Clock nets:
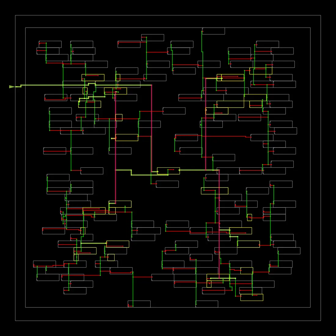
Sequential cells grouped by signal name:
The bar under the picture is 20 µm long. Other sequential cells in the stronger grey, the rest of the logic in the fainter grey.
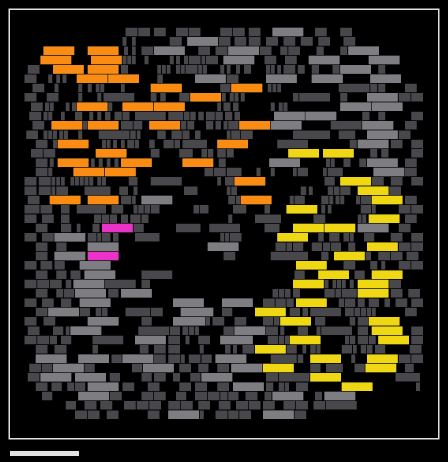
Routed metal, one colour a layer:
Only two layers are drawn.
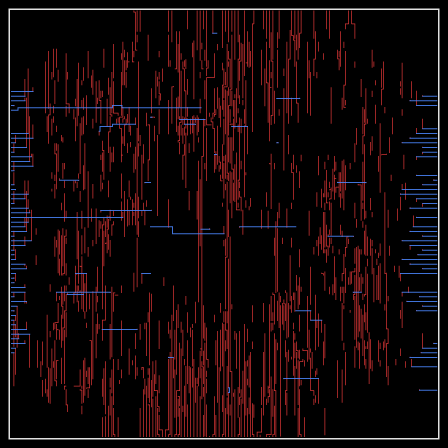
## src/rtl/fetch_pkg.sv

```systemverilog
// Shared fetch-stage types and encodings, also consumed by the decode stage.
package fetch_pkg;

    localparam logic [31:0] NOP_INSTR_C    = 32'h0000_0013;
    localparam logic [31:0] EBREAK_INSTR_C = 32'h0010_0073;

    typedef enum logic [1:0] {
        ST_BOOT   = 2'd0,
        ST_RUN    = 2'd1,
        ST_HALTED = 2'd2
    } fetch_state_t;

    typedef struct packed {
        logic [31:0] pc;
        logic [31:0] instr;
        logic        valid;
    } ifid_t;

endpackage

```

## src/rtl/instr_fetch_unit_if.sv

```systemverilog
// IF-stage bus: ROM read port, EX redirect/decode stall inputs and the IF/ID outputs.
interface instr_fetch_unit_if #(
    parameter int ADDR_W = 10
);
    logic [ADDR_W-1:0] INSTRUCTION_ADDRESS;
    logic [31:0]       INSTRUCTION;
    logic              STALL;
    logic              BRANCH_TAKEN;
    logic [31:0]       BRANCH_TARGET;
    logic [31:0]       PC_OUT;
    logic [31:0]       INSTR_OUT;
    logic              VALID_OUT;
    logic              HALTED;
    logic              FETCH_FAULT;
    logic [31:0]       FETCH_COUNT;

    modport master (
        output INSTRUCTION_ADDRESS, PC_OUT, INSTR_OUT, VALID_OUT,
               HALTED, FETCH_FAULT, FETCH_COUNT,
        input  INSTRUCTION, STALL, BRANCH_TAKEN, BRANCH_TARGET
    );

    modport slave (
        input  INSTRUCTION_ADDRESS, PC_OUT, INSTR_OUT, VALID_OUT,
               HALTED, FETCH_FAULT, FETCH_COUNT,
        output INSTRUCTION, STALL, BRANCH_TAKEN, BRANCH_TARGET
    );
endinterface

```

## src/rtl/instr_fetch_unit_pc_gen.sv

```systemverilog
// PC register with +4 incrementer, redirect mux and alignment/range checks.
module pc_gen #(
    parameter int          ADDR_W   = 10,
    parameter logic [31:0] RESET_PC = 32'h0000_0000
) (
    input  logic              clk,
    input  logic              rst_n,
    input  logic              load,
    input  logic [31:0]       target,
    input  logic              inc,
    output logic [31:0]       pc,
    output logic [ADDR_W-1:0] word_addr,
    output logic              target_misaligned,
    output logic              pc_out_of_range
);

    // A misaligned target is still loaded, rounded down, so the frozen PC stays word-aligned.
    always_ff @(posedge clk or negedge rst_n) begin
        if (!rst_n) begin
            pc <= RESET_PC;
        end else if (load) begin
            pc <= {target[31:2], 2'b00};
        end else if (inc) begin
            pc <= pc + 32'd4;
        end
    end

    assign word_addr         = pc[ADDR_W+1:2];
    assign target_misaligned = (target[1:0] != 2'b00);
    assign pc_out_of_range   = |pc[31:ADDR_W+2];

endmodule

```

## src/rtl/instr_fetch_unit.sv

```systemverilog
// IF stage: fetch FSM, IF/ID boundary register and delivered-instruction counter.
module instr_fetch_unit
    import fetch_pkg::*;
#(
    parameter int          ADDR_W       = 10,
    parameter logic [31:0] RESET_PC     = 32'h0000_0000,
    parameter logic [31:0] NOP_INSTR    = NOP_INSTR_C,
    parameter logic [31:0] EBREAK_INSTR = EBREAK_INSTR_C
) (
    input  logic                CLK,
    input  logic                RST_N,
    instr_fetch_unit_if.master  bus
);

    fetch_state_t      state_q, state_d;
    ifid_t             ifid_p1, ifid_d;
    logic              fault_q, fault_d;
    logic [31:0]       count_q, count_d;
    logic              pc_load, pc_inc;
    logic [31:0]       pc;
    logic [ADDR_W-1:0] word_addr;
    logic              target_misaligned;
    logic              pc_out_of_range;

    pc_gen #(
        .ADDR_W   (ADDR_W),
        .RESET_PC (RESET_PC)
    ) u_pc_gen (
        .clk               (CLK),
        .rst_n             (RST_N),
        .load              (pc_load),
        .target            (bus.BRANCH_TARGET),
        .inc               (pc_inc),
        .pc                (pc),
        .word_addr         (word_addr),
        .target_misaligned (target_misaligned),
        .pc_out_of_range   (pc_out_of_range)
    );

    always_ff @(posedge CLK or negedge RST_N) begin
        if (!RST_N) begin
            state_q <= ST_BOOT;
            ifid_p1 <= '{pc: 32'd0, instr: NOP_INSTR, valid: 1'b0};
            fault_q <= 1'b0;
            count_q <= 32'd0;
        end else begin
            state_q <= state_d;
            ifid_p1 <= ifid_d;
            fault_q <= fault_d;
            count_q <= count_d;
        end
    end

    always_comb begin
        state_d = state_q;
        ifid_d  = ifid_p1;
        fault_d = fault_q;
        count_d = count_q;
        pc_load = 1'b0;
        pc_inc  = 1'b0;
        unique case (state_q)
            ST_BOOT, ST_RUN: begin
                if (state_q == ST_BOOT) begin
                    state_d = ST_RUN;
                end
                // Redirect outranks everything, including a decode stall and a pending EBREAK.
                if (bus.BRANCH_TAKEN) begin
                    pc_load      = 1'b1;
                    ifid_d.instr = NOP_INSTR;
                    ifid_d.valid = 1'b0;
                    if (target_misaligned) begin
                        fault_d = 1'b1;
                        state_d = ST_HALTED;
                    end
                end else if (state_q == ST_RUN) begin
                    if (pc_out_of_range) begin
                        ifid_d.instr = NOP_INSTR;
                        ifid_d.valid = 1'b0;
                        fault_d      = 1'b1;
                        state_d      = ST_HALTED;
                    end else if (!bus.STALL) begin
                        ifid_d  = '{pc: pc, instr: bus.INSTRUCTION, valid: 1'b1};
                        pc_inc  = 1'b1;
                        count_d = count_q + 32'd1;
                        if (bus.INSTRUCTION == EBREAK_INSTR) begin
                            state_d = ST_HALTED;
                        end
                    end
                end
            end
            ST_HALTED: begin
                // Only draining of the last delivered entry remains.
                if (!bus.STALL) begin
                    ifid_d.valid = 1'b0;
                end
            end
            default: begin
                state_d = ST_HALTED;
            end
        endcase
    end

    assign bus.INSTRUCTION_ADDRESS = word_addr;
    assign bus.PC_OUT              = ifid_p1.pc;
    assign bus.INSTR_OUT           = ifid_p1.instr;
    assign bus.VALID_OUT           = ifid_p1.valid;
    assign bus.HALTED              = (state_q == ST_HALTED);
    assign bus.FETCH_FAULT         = fault_q;
    assign bus.FETCH_COUNT         = count_q;

endmodule

```

## src/flat_wrapper.sv

```systemverilog
// flat-port wrapper written by rule: the top's interface ports become plain ports
module instr_fetch_unit_flat import fetch_pkg::*;
#(
    parameter int          ADDR_W       = 10,
    parameter logic [31:0] RESET_PC     = 32'h0000_0000,
    parameter logic [31:0] NOP_INSTR    = NOP_INSTR_C,
    parameter logic [31:0] EBREAK_INSTR = EBREAK_INSTR_C
)
  (CLK, RST_N, bus_INSTRUCTION_ADDRESS, bus_PC_OUT, bus_INSTR_OUT, bus_VALID_OUT, bus_HALTED, bus_FETCH_FAULT, bus_FETCH_COUNT, bus_INSTRUCTION, bus_STALL, bus_BRANCH_TAKEN, bus_BRANCH_TARGET);
  instr_fetch_unit_if #(.ADDR_W(ADDR_W)) bus_i ();
  input  logic CLK;
  input  logic RST_N;
  output wire logic [$bits(bus_i.INSTRUCTION_ADDRESS)-1:0] bus_INSTRUCTION_ADDRESS;
  output wire logic [$bits(bus_i.PC_OUT)-1:0] bus_PC_OUT;
  output wire logic [$bits(bus_i.INSTR_OUT)-1:0] bus_INSTR_OUT;
  output wire logic [$bits(bus_i.VALID_OUT)-1:0] bus_VALID_OUT;
  output wire logic [$bits(bus_i.HALTED)-1:0] bus_HALTED;
  output wire logic [$bits(bus_i.FETCH_FAULT)-1:0] bus_FETCH_FAULT;
  output wire logic [$bits(bus_i.FETCH_COUNT)-1:0] bus_FETCH_COUNT;
  input wire logic [$bits(bus_i.INSTRUCTION)-1:0] bus_INSTRUCTION;
  input wire logic [$bits(bus_i.STALL)-1:0] bus_STALL;
  input wire logic [$bits(bus_i.BRANCH_TAKEN)-1:0] bus_BRANCH_TAKEN;
  input wire logic [$bits(bus_i.BRANCH_TARGET)-1:0] bus_BRANCH_TARGET;
  assign bus_INSTRUCTION_ADDRESS = bus_i.INSTRUCTION_ADDRESS;
  assign bus_PC_OUT = bus_i.PC_OUT;
  assign bus_INSTR_OUT = bus_i.INSTR_OUT;
  assign bus_VALID_OUT = bus_i.VALID_OUT;
  assign bus_HALTED = bus_i.HALTED;
  assign bus_FETCH_FAULT = bus_i.FETCH_FAULT;
  assign bus_FETCH_COUNT = bus_i.FETCH_COUNT;
  assign bus_i.INSTRUCTION = bus_INSTRUCTION;
  assign bus_i.STALL = bus_STALL;
  assign bus_i.BRANCH_TAKEN = bus_BRANCH_TAKEN;
  assign bus_i.BRANCH_TARGET = bus_BRANCH_TARGET;
  instr_fetch_unit #(.ADDR_W(ADDR_W), .RESET_PC(RESET_PC), .NOP_INSTR(NOP_INSTR), .EBREAK_INSTR(EBREAK_INSTR)) u_core (.CLK(CLK), .RST_N(RST_N), .bus(bus_i));
endmodule
```

## config.mk

```make
export PLATFORM = sky130hd
export DESIGN_NAME = instr_fetch_unit_flat
export DESIGN_NICKNAME = d
export VERILOG_FILES = /design/src/rtl/fetch_pkg.sv /design/src/rtl/instr_fetch_unit_if.sv /design/src/rtl/instr_fetch_unit_pc_gen.sv /design/src/rtl/instr_fetch_unit.sv /design/src/flat_wrapper.sv
export SDC_FILE = /design/constraint.sdc
export NUM_CORES = 1
export LEC_CHECK = 0
export CAP_MARGIN = 30
export CORE_MARGIN = 4
export CORE_UTILIZATION = 40
export CTS_CLUSTER_SIZE = 16
export DETAILED_ROUTE_END_ITERATION = 8
export GPL_ROUTABILITY_DRIVEN = 0
export MAX_ROUTING_LAYER = met4
export PLACE_DENSITY = 0.71
export SLEW_MARGIN = 20
export SYNTH_ARGS = -nofsm -noshare
export SYNTH_HDL_FRONTEND = slang
export SYNTH_SLANG_ARGS = --single-unit
```

## constraint.sdc

```tcl
create_clock -name CLK -period 2.3 [get_ports CLK]
set_input_delay 0.345 -clock CLK [delete_from_list [all_inputs] [get_ports CLK]]
set_output_delay 0.345 -clock CLK [all_outputs]
set_load 0.03 [all_outputs]
```

==> impl_metrics.json <==
{
  "r2r_start": "u_core.u_pc_gen.pc[17]",
  "dp_slack_ps": 104,
  "ff_count": 128,
  "top_cells_by_area": "dfrtp_1 (57%), nand2_1 (7.2%), a22o_1 (4.7%), xnor2_1 (3.2%), buf_4 (2.3%)",
  "layout.non_clock_buffers": 187,
  "path_buffers": 0,
  "crit_path_cell_trace": "nor4_1 > and4_2 > nand4_2 > nor3_1 > xor2_1",
  "dp_hpwl_mm": 9.89,
  "num-fill-cells": 1134,
  "ff2ff_path_depth": 5,
  "synth_seq_share_pct": 58.8,
  "critical_path_cell_count": 5,
  "pwr.group.combinational_mw": 0.499,
  "route.final.wire_length_mm": 13.6,
  "fp.coreArea_um2": 13300,
  "die-area_um2": 15600,
  "synth-warning-count": 0,
  "met1_usage_pct": 23.5,
  "met2_wirelength_mm": 6.60,
  "maximum_number_of_pins_on_one_net_before_global_route_repair": 48,
  "routed-via-count": 4329,
  "netlist.top_cell.by_instances": "dfrtp_1",
  "min_to": "u_core.bus.INSTR_OUT[0]",
  "crit_path_start_kind": "register",
  "final-nonclk-buf-share_pct": 24.0,
  "maxPowerGroup": "the clock network",
  "die_y_um": 125,
  "drc": 0,
  "cp_data_arrival_time_ps": 2380,
  "post_synth_fa_ha_maj_area_fraction_pct": 0.459,
  "yosys-mux-area-fraction_pct": 0,
  "hold_depth": 2,
  "yosys.area_share.xor_xnor_pct": 5.46,
  "critPathMaxFanout": 10,
  "row_count": 42,
  "tool_warnings": 26,
  "timing.critical_path.required_ps": 2630,
  "globalRouteOverflowTotal": 0,
  "yosys-stat-cells": 506,
  "run_status": "completed",
  "p_int_mw": 4.22,
  "clock-root-buffer": "clkbuf_16",
  "endpoint_kind": "register",
  "placedInstanceArea_um2": 7370,
  "comb.multi_input.count": 332,
  "unrepaired_setup_endpoints_after_global_routing": "no",
  "hold_path_start": "u_core.bus.INSTR_OUT[0]",
  "gr_met3_demand_resource_pct": 4.07,
  "routed_via_density": 4.99,
  "timing_max_transition_violations_final": 0,
  "critical_path.top_delay_family": "simple AND/OR/NAND/NOR gates",
  "post_cts_hold_buffer_count": 1,
  "worst_hold_slack_ps": 457,
  "fin_setup_tns_ps": 0,
  "grt_first_pass_wirelength_mm": 22.8,
  "layout.area.comb_um2": 2000,
  "numPlacedInstances": 835,
  "top_area_share_pct": 57.4,
  "postLayoutCellArea_um2": 7950,
  "grt_antenna_before_repair": 0,
  "cells_after_synth": 506
}
Back to the opening pictures, 'clock nets':
clock buf count: 19
clk latency late pin: 400 ps
Clock Power: 2.58 mW
Clock Sink Count: 128
Final Skew: 4.55 ps

Back to the opening pictures, 'sequential cells grouped by signal name':
| colour | signal | flops |
|---|---|---|
| magenta | `u_core.state_q` | 2 |
| orange | `u_core.u_pc_gen.pc` | 30 |
| yellow | `u_core.bus.FETCH_COUNT` | 32 |
flip-flop and latch area: 3210 µm²
power in sequential cells: 2.44 mW
fin util: 59.8%
sequential share of cell area: 40.3%

Back to the opening pictures, 'routed metal, one colour a layer':
| colour | layer | wire length |
|---|---|---|
| red | M2 | 6600 µm |
| blue | M3 | 665 µm |
global routing usage summed across all routing layers: 18.4%
average wire per standard cell: 15.7 µm

No activity file was given, so power comes from the tool's default toggle rates.
